### config.mk
export PLATFORM = sky130hd
export DESIGN_NAME = jkff_bank_ctrl
export DESIGN_NICKNAME = d
export VERILOG_FILES = /design/src/rtl/jkff_bank_ctrl.sv
export SDC_FILE = /design/constraint.sdc
export NUM_CORES = 1
export LEC_CHECK = 0
export CAP_MARGIN = 10
export CORE_MARGIN = 2
export CORE_UTILIZATION = 30
export DETAILED_ROUTE_END_ITERATION = 6
export SETUP_SLACK_MARGIN = 0.05
export SYNTH_ARGS = -nofsm -noshare
export SYNTH_HDL_FRONTEND = slang
export SYNTH_SLANG_ARGS = --single-unit
### constraint.sdc
create_clock -name clk -period 2.29 [get_ports clk]
set_clock_uncertainty 0.15 [all_clocks]
set_input_delay 0.229 -clock clk [delete_from_list [all_inputs] [get_ports clk]]
set_output_delay 0.229 -clock clk [all_outputs]
set_load 0.03 [all_outputs]
### src/rtl/jkff_bank_ctrl.sv
// Sequencer for a bank of external JK flip-flops. Each command step drives j/k for
// one cycle (DRIVE) and then releases them for one cycle (SETTLE). Count commands
// repeat this for cmd_cnt steps, recomputing j/k from q_fb before each step.
module jkff_bank_ctrl #(
  parameter int unsigned WIDTH = 4
) (
  input  logic             clk,
  input  logic             rst,
  input  logic             cmd_valid,
  output logic             cmd_ready,
  input  logic [2:0]       cmd_op,
  input  logic [WIDTH-1:0] cmd_data,
  input  logic [7:0]       cmd_cnt,
  input  logic [WIDTH-1:0] q_fb,
  output logic [WIDTH-1:0] j,
  output logic [WIDTH-1:0] k,
  output logic             busy,
  output logic             done,
  output logic             err
);

  localparam logic [2:0] OpNop       = 3'b000;
  localparam logic [2:0] OpClear     = 3'b001;
  localparam logic [2:0] OpSet       = 3'b010;
  localparam logic [2:0] OpToggle    = 3'b011;
  localparam logic [2:0] OpLoad      = 3'b100;
  localparam logic [2:0] OpCountUp   = 3'b101;
  localparam logic [2:0] OpCountDown = 3'b110;

  typedef enum logic [1:0] {StIdle, StDrive, StSettle} state_e;

  state_e           state_q, state_d;
  logic [2:0]       op_q, op_d;
  logic [7:0]       steps_q, steps_d;
  logic [WIDTH-1:0] j_q, j_d, k_q, k_d;
  logic             done_q, done_d, err_q, err_d;

  // Bits that differ between q and q+/-1: toggling exactly those bits counts the bank.
  function automatic logic [WIDTH-1:0] step_mask(input logic [WIDTH-1:0] q, input logic down);
    logic [WIDTH-1:0] nxt;
    nxt = down ? q - 1'b1 : q + 1'b1;
    return q ^ nxt;
  endfunction

  // Next-state, j/k drive and completion pulses; j/k default to 0 outside DRIVE.
  always_comb begin
    state_d = state_q;
    op_d    = op_q;
    steps_d = steps_q;
    j_d     = '0;
    k_d     = '0;
    done_d  = 1'b0;
    err_d   = 1'b0;
    unique case (state_q)
      StIdle: begin
        if (cmd_valid) begin
          case (cmd_op)
            OpNop: done_d = 1'b1;
            OpClear, OpSet, OpToggle, OpLoad: begin
              op_d    = cmd_op;
              steps_d = 8'd1;
              state_d = StDrive;
              case (cmd_op)
                OpClear:  k_d = '1;
                OpSet:    j_d = '1;
                OpToggle: begin
                  j_d = cmd_data;
                  k_d = cmd_data;
                end
                default: begin
                  j_d = cmd_data;
                  k_d = ~cmd_data;
                end
              endcase
            end
            OpCountUp, OpCountDown: begin
              if (cmd_cnt != 8'd0) begin
                op_d    = cmd_op;
                steps_d = cmd_cnt;
                j_d     = step_mask(q_fb, cmd_op == OpCountDown);
                k_d     = j_d;
                state_d = StDrive;
              end else begin
                done_d = 1'b1;
              end
            end
            default: begin
              done_d = 1'b1;
              err_d  = 1'b1;
            end
          endcase
        end
      end
      StDrive: state_d = StSettle;
      StSettle: begin
        if (steps_q > 8'd1) begin
          // Only count ops carry more than one step.
          steps_d = steps_q - 8'd1;
          j_d     = step_mask(q_fb, op_q == OpCountDown);
          k_d     = j_d;
          state_d = StDrive;
        end else begin
          state_d = StIdle;
          done_d  = 1'b1;
        end
      end
      default: state_d = StIdle;
    endcase
  end

  // State and registered outputs; reset aborts any operation without a done pulse.
  always_ff @(posedge clk or posedge rst) begin
    if (rst) begin
      state_q <= StIdle;
      op_q    <= OpNop;
      steps_q <= 8'd0;
      j_q     <= '0;
      k_q     <= '0;
      done_q  <= 1'b0;
      err_q   <= 1'b0;
    end else begin
      state_q <= state_d;
      op_q    <= op_d;
      steps_q <= steps_d;
      j_q     <= j_d;
      k_q     <= k_d;
      done_q  <= done_d;
      err_q   <= err_d;
    end
  end

  assign cmd_ready = (state_q == StIdle);
  assign busy      = (state_q != StIdle);
  assign j         = j_q;
  assign k         = k_q;
  assign done      = done_q;
  assign err       = err_q;

endmodule

### Clock wires, drivers and flops

(6 px per µm)
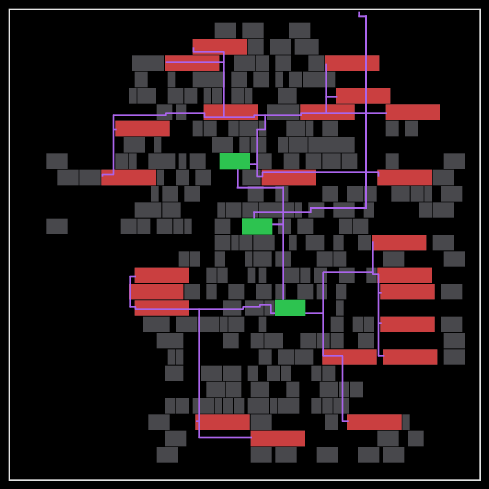
[green] clock-net drivers | count: 3
[purple] clock wires | length: 359 µm
[red] flip-flops | count: 23
routed clock nets: 4

### M3 wires

(4 px per µm) Cells faint in the background.
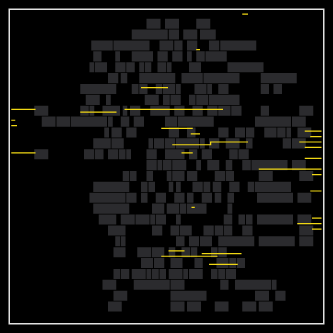
share of all routed wire: 4.0%
longest straight run: 24.4 µm
main direction: horizontal
nets with wire on the layer: 25
wire length on this layer: 170 µm

==> flow.log <==
[flow] final metrics
INFO  metric post-route-util = 41.7%
INFO  metric synth.net_count = 210
INFO  metric unrepaired_setup_endpoints_after_global_routing = false
INFO  metric finish.net_count = 263
INFO  metric metal_1_wl = 2.04 mm
INFO  metric die_area = 6120 µm²
INFO  metric global_route.overflow_total = 0
INFO  metric seq_area_frac_synth = 34.8%
INFO  metric min_path_type = in2async
INFO  metric path_max_fanout = 8
INFO  metric slowest_stage = or4_4
INFO  metric ant_nets = 0
INFO  metric cts_max_level = 1
INFO  metric critical_path_arrival = 2190 ps
INFO  metric detailedPlacementHpwl = 3.32 mm
INFO  metric clk_transition_reported_paths = 90 ps
INFO  metric via_per_inst = 5.23
INFO  metric max_clock_freq = 459 MHz
INFO  metric first_iter_violations = 128
INFO  metric hold_buffers = 0
INFO  metric period_needed = 2180 ps
INFO  metric finalHoldViolations = 0
INFO  metric post-route-drc-count = 0
INFO  metric netlist-cell-type-count = 51
INFO  metric layout_worst_path_cycle_share = 95.1%
INFO  metric worst_path_largest_cell_delay = 550 ps
INFO  metric top_cell = dfrtp_1
INFO  metric wire_per_inst = 14.0 µm
INFO  metric final_max_slew_viol_count = 0
INFO  metric fill_cells = 550
INFO  metric groute.usage.overall = 14.3%
INFO  metric post-route-worst-setup-slack = 113 ps
INFO  metric floorplan.die.height = 78.2 µm
INFO  metric post-place-ws = -64.6 ps
INFO  metric synth.yosys.num_cells = 184
INFO  metric chain_of_cells_forming_the_critical_path = or4_4, o41a_4, a21oi_4, clkinv_4, mux2_4
INFO  metric wl = 4.30 mm
INFO  metric end_kind = flop
INFO  metric synth_area = 1650 µm²
INFO  metric netlist.top_cell.by_area = dfrtp_1
INFO  metric synth_warnings = 0
INFO  metric drive_gt1_share = 16.1%
INFO  metric rows = 27
INFO  metric drt_pre_antenna_iters = 4
INFO  metric gp_routability_congestion = 0.811
INFO  metric max-vdd-ir-drop = 468 µV
INFO  metric synthFlopType = dfrtp_1
INFO  metric synthesis.instances = 184
INFO  metric max-cap-violations = 0
INFO  metric number_of_warnings_in_the_stage_logs = 29
INFO  metric floorplan.initialDensity = 30.6%
INFO  metric routed-via-count = 1611
INFO  metric syn_avg_cell_area = 8.98 µm²
INFO  metric fp.dieW = 78.2 µm
INFO  metric clk_root_buffer_cell = clkbuf_8
INFO  metric pwr_density_cell = 997 nW/µm²
INFO  metric layout-area-overhead-vs-synth = 36.4%
INFO  metric uppermost_layer_routed = met4
INFO  metric ys_seq_elements = 23
INFO  metric synth_top_area_share = 34.8%
INFO  metric edff_count_synth = 0
INFO  metric grt_max_degree = 24
INFO  metric inserted_diodes = 0
INFO  metric clockBufferDepth = 2
INFO  metric grt_first_pass_wirelength = 7.01 mm
INFO  metric asyncSetResetFlopFracSynth = 100%
INFO  metric synth-area-yosys = 1650 µm²
INFO  metric timing_worst_setup_path_type = reg2reg
INFO  metric run_status = completed
INFO  metric number_of_antenna_violations_at_the_first_check_in_global_routing = 0
INFO  metric most_instantiated_cells_after_synthesis = dfrtp_1, nand2_1, inv_1, o21ai_1
INFO  metric setup_viol = 0
INFO  metric clock_tree_from_tritoncts = yes
INFO  metric met3RoutedLength = 169 µm
INFO  metric timing.max_slew.rel_slack = 57.4%
INFO  metric timing.critical_path.from_type = flop
INFO  metric wl_met2 = 2.02 mm
INFO  metric worst_slew_pin_tran = 634 ps
INFO  metric topCellsByArea = dfrtp_1, nand3b_1, ha_1, mux2i_1, nor2b_1
INFO  metric cp.required = 2300 ps
INFO  metric total_leakage_power = 0.956 nW
INFO  metric design.core.area = 5410 µm²
INFO  metric grt_pass1_vias = 1475
### I/O nets highlighted

(6 px per µm)
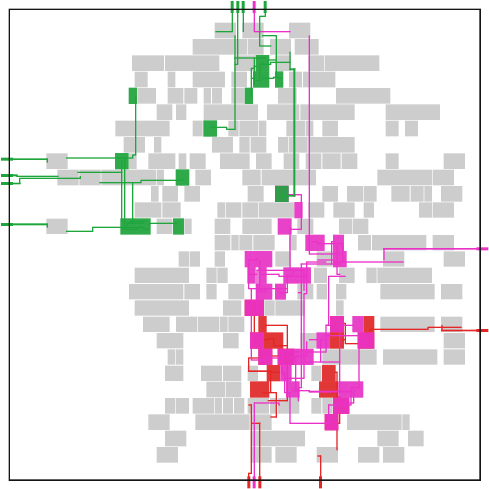
[green] cmd_cnt | bits: 8 | direction: input | end cells: 12 | buffers: 8 | wire: 247 µm
[magenta] cmd_op | bits: 3 | direction: input | end cells: 29 | buffers: 7 | wire: 385 µm
[red] cmd_data | bits: 4 | direction: input | end cells: 16 | buffers: 4 | wire: 136 µm
number of port buffers: 32
number of primary I/O pins: 34

### Clock nets

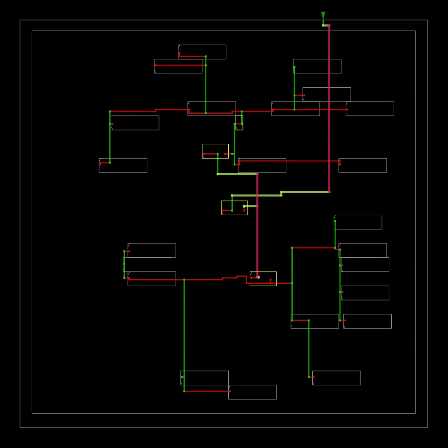
layout clock buffer count: 4
power drawn by the clock network: 264 µW
insertion delay to the later sink of the worst-skew pair: 270 ps
CTS sink count: 23
Inserted Clock Buffers: 3

==> what timing repair did <==
| action | 4_1_cts | 5_1_grt |
|---|---|---|
| gates resized | 0 | 2 |
| setup buffers | 0 | 2 |
| endpoints found under the setup margin | 0 | 5 |
==> per-stage QoR <==
step,setup TNS (ps),power (mW),hold WS (ps),instances,area (µm²)
final,0,2.25,148,308,2250
after CTS,0,2.22,170,306,2240
after global placement,-43.6,1.94,333,302,2190
after global routing,0,2.41,179,308,2250
after floorplan,0,1.50,80.9,184,1650
after detailed placement,-64.6,1.96,335,302,2190
==> routing by layer <==
layer | track usage, % | vias up
li1 | - | 800
met1 | 20.6 | 768
met2 | 22.6 | 36
met3 | 1.49 | 7
met4 | 4.56 | 0
met5 | 0 | -
==> logic make-up after synthesis <==
kind of cell	Yosys count	share of synthesized area, %
AND/OR/NAND/NOR	71	25.7
AND-OR/OR-AND	52	22.1
flip-flops	23	34.8
buffers and inverters	19	4.92
multiplexers	8	5.75
XOR/XNOR	7	3.71
adder cells (fa/ha/maj)	4	3.03
==> final timing paths <==
check                                  startpoint  depth (start not counted)                endpoint  slack [ps]
max                        steps_q[3]$_DFFE_PP0P_                          5  steps_q[7]$_DFFE_PP0P_         110
min                                           rst                          3          j[1]$_DFF_PP0_         150
max reg2reg                steps_q[3]$_DFFE_PP0P_                          5  steps_q[7]$_DFFE_PP0P_         110
min reg2reg                state_q[1]$_DFFE_PP0P_                          1  state_q[1]$_DFFE_PP0P_         340
max in group asynchronous                     rst                          3  steps_q[2]$_DFFE_PP0P_        1610
min in group clk           state_q[1]$_DFFE_PP0P_                          1  state_q[1]$_DFFE_PP0P_         340
==> critical path, delay by kind of cell (launching register included) <==
kind | cells | cell delay [ps]
simple gates | 1 | 550
compound gates | 2 | 540
flops | 1 | 390
mux | 1 | 310
buf+inv | 1 | 130
==> area by class of cell <==
cell class	count	area (µm²)	share of cell area (%)
multi-input combinational	142	997	44.2
inverter	11	46.3	2.05
timing repair buffer	56	500	22.2
tap	72	90.1	4.00
sequential	23	576	25.5
clock buffer	4	45.0	2.00
==> flip-flops by register name, indices dropped and copies added (netlist names) <==
| signal | cells |
|---|---|
| done | 1 |
| err | 1 |
| j | 4 |
| k | 4 |
| op_q | 3 |
| state_q | 2 |
| steps_q | 8 |
==> report_power, final <==
part           leakage [nW]  switching, mW  internal, mW
Clock                0.0228          0.140         0.125
Combinational         0.635          0.701         0.625
Sequential            0.298          0.102         0.555
==> cells in the final DEF, fill, tap and decap left out, drive strengths merged, types with 3 or more instances in the layout <==
master / count
nor2b: 8
nand3: 5
clkbuf: 4
xnor2: 5
nand2: 10
o22ai: 6
nand2b: 3
mux2: 3
buf: 24
o21ai: 13
a31oi: 5
a221oi: 3
nand3b: 7
nor4: 4
a21oi: 9
nor2: 8
mux2i: 5
a211oi: 4
nor3: 7
clkdlybuf4s50: 32
ha: 4
inv: 10
or4: 4
dfrtp: 23
No activity file was given, so power comes from the tool's default toggle rates.
